--- config.mk ---
export PLATFORM = sky130hd
export DESIGN_NAME = div_seq
export DESIGN_NICKNAME = d
export VERILOG_FILES = /design/src/rtl/div_seq.sv
export SDC_FILE = /design/constraint.sdc
export NUM_CORES = 1
export LEC_CHECK = 0
export CAP_MARGIN = 10
export CORE_UTILIZATION = 45
export DETAILED_ROUTE_END_ITERATION = 16
export GPL_TIMING_DRIVEN = 0
export PLACE_DENSITY = 0.66
export SYNTH_ARGS = -nofsm -noshare
export SYNTH_HDL_FRONTEND = slang
export SYNTH_SLANG_ARGS = --single-unit
--- constraint.sdc ---
create_clock -name clk -period 15.1 [get_ports clk]
set_input_delay 1.51 -clock clk [delete_from_list [all_inputs] [get_ports clk]]
set_output_delay 1.51 -clock clk [all_outputs]
set_load 0.05 [all_outputs]
--- src/rtl/div_seq.sv ---
// Multi-cycle radix-2 restoring divider for DIV/DIVU in the EX stage.
// Produces {remainder, quotient} for HI/LO and stalls the pipeline while busy.
module div_seq #(
    parameter int unsigned      WIDTH    = 32,
    parameter logic [WIDTH-1:0] DBZ_QUOT = {WIDTH{1'b1}}
) (
    input  logic               clk,
    input  logic               rst,
    input  logic               start,
    input  logic               signed_div,
    input  logic [WIDTH-1:0]   opdata1,
    input  logic [WIDTH-1:0]   opdata2,
    input  logic               annul,
    output logic [2*WIDTH-1:0] result,
    output logic               ready,
    output logic               stall
);

    localparam logic [1:0] IDLE = 2'd0;
    localparam logic [1:0] DBZ  = 2'd1;
    localparam logic [1:0] ON   = 2'd2;
    localparam logic [1:0] END  = 2'd3;

    localparam logic [5:0] LAST = 6'(WIDTH - 1);

    logic [1:0]         state_q, state_d;
    logic [5:0]         cnt_q, cnt_d;
    logic [WIDTH-1:0]   dvd_q, dvd_d;   // dividend, shifted out MSB-first; quotient shifts in
    logic [WIDTH-1:0]   dvs_q, dvs_d;
    logic [WIDTH-1:0]   rem_q, rem_d;
    logic               qneg_q, qneg_d;
    logic               rneg_q, rneg_d;
    logic               dbz_q, dbz_d;
    logic [2*WIDTH-1:0] result_q, result_d;
    logic               ready_q, ready_d;

    logic [WIDTH-1:0]   mag1, mag2;
    logic [WIDTH:0]     shifted, diff;
    logic [WIDTH-1:0]   quot_fix, rem_fix;

    always_comb begin
        mag1     = (signed_div && opdata1[WIDTH-1]) ? (~opdata1 + 1'b1) : opdata1;
        mag2     = (signed_div && opdata2[WIDTH-1]) ? (~opdata2 + 1'b1) : opdata2;
        shifted  = {rem_q, dvd_q[WIDTH-1]};
        diff     = shifted - {1'b0, dvs_q};
        quot_fix = qneg_q ? (~dvd_q + 1'b1) : dvd_q;
        rem_fix  = rneg_q ? (~rem_q + 1'b1) : rem_q;
    end

    always_comb begin
        state_d  = state_q;
        cnt_d    = cnt_q;
        dvd_d    = dvd_q;
        dvs_d    = dvs_q;
        rem_d    = rem_q;
        qneg_d   = qneg_q;
        rneg_d   = rneg_q;
        dbz_d    = dbz_q;
        result_d = result_q;
        ready_d  = 1'b0;
        unique case (state_q)
            IDLE: begin
                if (start && !annul) begin
                    dvs_d  = mag2;
                    rem_d  = '0;
                    cnt_d  = '0;
                    qneg_d = signed_div & (opdata1[WIDTH-1] ^ opdata2[WIDTH-1]);
                    rneg_d = signed_div & opdata1[WIDTH-1];
                    if (opdata2 == '0) begin
                        // Divide-by-zero returns the raw dividend as remainder.
                        state_d = DBZ;
                        dvd_d   = opdata1;
                        dbz_d   = 1'b1;
                    end else begin
                        state_d = ON;
                        dvd_d   = mag1;
                        dbz_d   = 1'b0;
                    end
                end
            end
            ON: begin
                if (annul) begin
                    state_d = IDLE;
                end else begin
                    rem_d = diff[WIDTH] ? shifted[WIDTH-1:0] : diff[WIDTH-1:0];
                    dvd_d = {dvd_q[WIDTH-2:0], ~diff[WIDTH]};
                    cnt_d = cnt_q + 6'd1;
                    if (cnt_q == LAST) begin
                        state_d = END;
                    end
                end
            end
            DBZ: begin
                state_d = annul ? IDLE : END;
            end
            END: begin
                state_d = IDLE;
                if (!annul) begin
                    ready_d  = 1'b1;
                    result_d = dbz_q ? {dvd_q, DBZ_QUOT} : {rem_fix, quot_fix};
                end
            end
            default: state_d = IDLE;
        endcase
    end

    always_ff @(posedge clk or posedge rst) begin
        if (rst) begin
            state_q  <= IDLE;
            cnt_q    <= '0;
            dvd_q    <= '0;
            dvs_q    <= '0;
            rem_q    <= '0;
            qneg_q   <= 1'b0;
            rneg_q   <= 1'b0;
            dbz_q    <= 1'b0;
            result_q <= '0;
            ready_q  <= 1'b0;
        end else begin
            state_q  <= state_d;
            cnt_q    <= cnt_d;
            dvd_q    <= dvd_d;
            dvs_q    <= dvs_d;
            rem_q    <= rem_d;
            qneg_q   <= qneg_d;
            rneg_q   <= rneg_d;
            dbz_q    <= dbz_d;
            result_q <= result_d;
            ready_q  <= ready_d;
        end
    end

    // annul drops stall in the same cycle so the flush is not held off.
    assign stall  = ~annul & (((state_q == IDLE) & start) | (state_q == ON) | (state_q == DBZ));
    assign result = result_q;
    assign ready  = ready_q;

endmodule

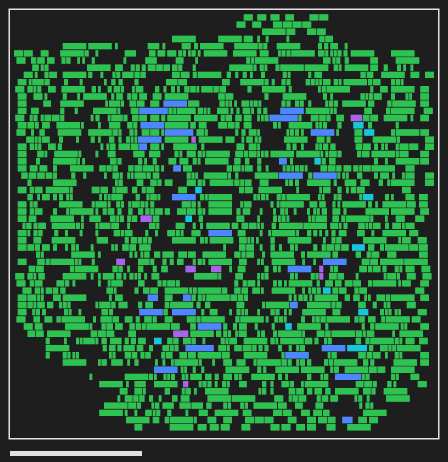
**Above:** cells by drive strength.
Scale bar: 50 um.
cyan -> _3 and _4 cells  # cells 12
purple -> _2 cells  # cells 10, most used buf_2
blue -> _6 and larger  # cells 29, most used clkbuf_16
green -> _0 and _1 cells  # cells 1515, most used nand2_1
Non-Clock Buffer Count: 208
slack of the critical path: 9.59 ns
Final Cell Area: 13900 um2

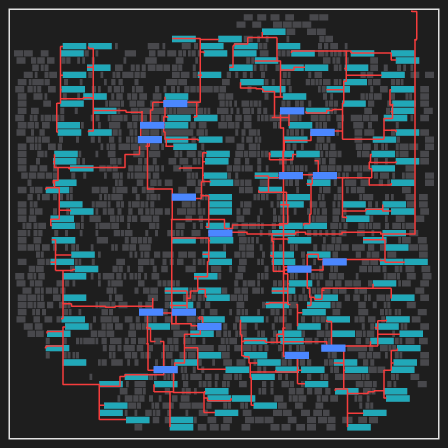
**Above:** clock distribution.
cyan -> flip-flops  # count 172
red -> clock wires  # length 2260 um
blue -> clock drivers  # count 17
routed clock nets = 18
clock share of power: 0.137
clock latency at the later pin of the worst-skew pair: 0.44 ns

==> impl_metrics.yaml <==
# generated from flow reports
sta:
  finalSetupViolations: 0
  drv_slew: 0
  max_freq_ghz: 0.182
  hold_viol_final: 0
drt:
  dr.pass1.iters: 7
  drt-initial-drc-count: 692
  drc: 0
placement:
  place_congestion: 0.937
  portBuffers: 134
  postPlaceCellArea_um2: 13300
layout:
  syn2layout_area_growth_pct: 21.0
  comb_area_um2: 6690
  lay_top_count: "nand2_1"
  utilization: 0.555
  logic_gates: 1093
  largest_class: "multi-input combinational cells"
critical_path:
  endpoint_kind: "output pin"
  reg2reg_from: "dvd_q[31]"
  timing.critical_path.required_ns: 13.59
  cp.depth: 6
  crit_end: "stall"
  critPathArrivalTime_ns: 4.00
  critical_path.top_delay_family: "buffers and inverters"
pwr:
  power_mw: 3.52
  comb-power_mw: 2.16
synthesis:
  largest_area_cell: "dfrtp_1"
  synth_xor_xnor_area_share: 0.113
  ys.flops: 172
clock_tree:
  cts.hold.buffers_added: 0
  ctsResizeCount: 0
  cts_setup_buffers: 0
grt:
  grt_max_degree: 94
  use_met1: 0.346
job:
  warnings: 29
outcome:
  outcome: "finished clean"
No activity file was given, so power comes from the tool's default toggle rates.
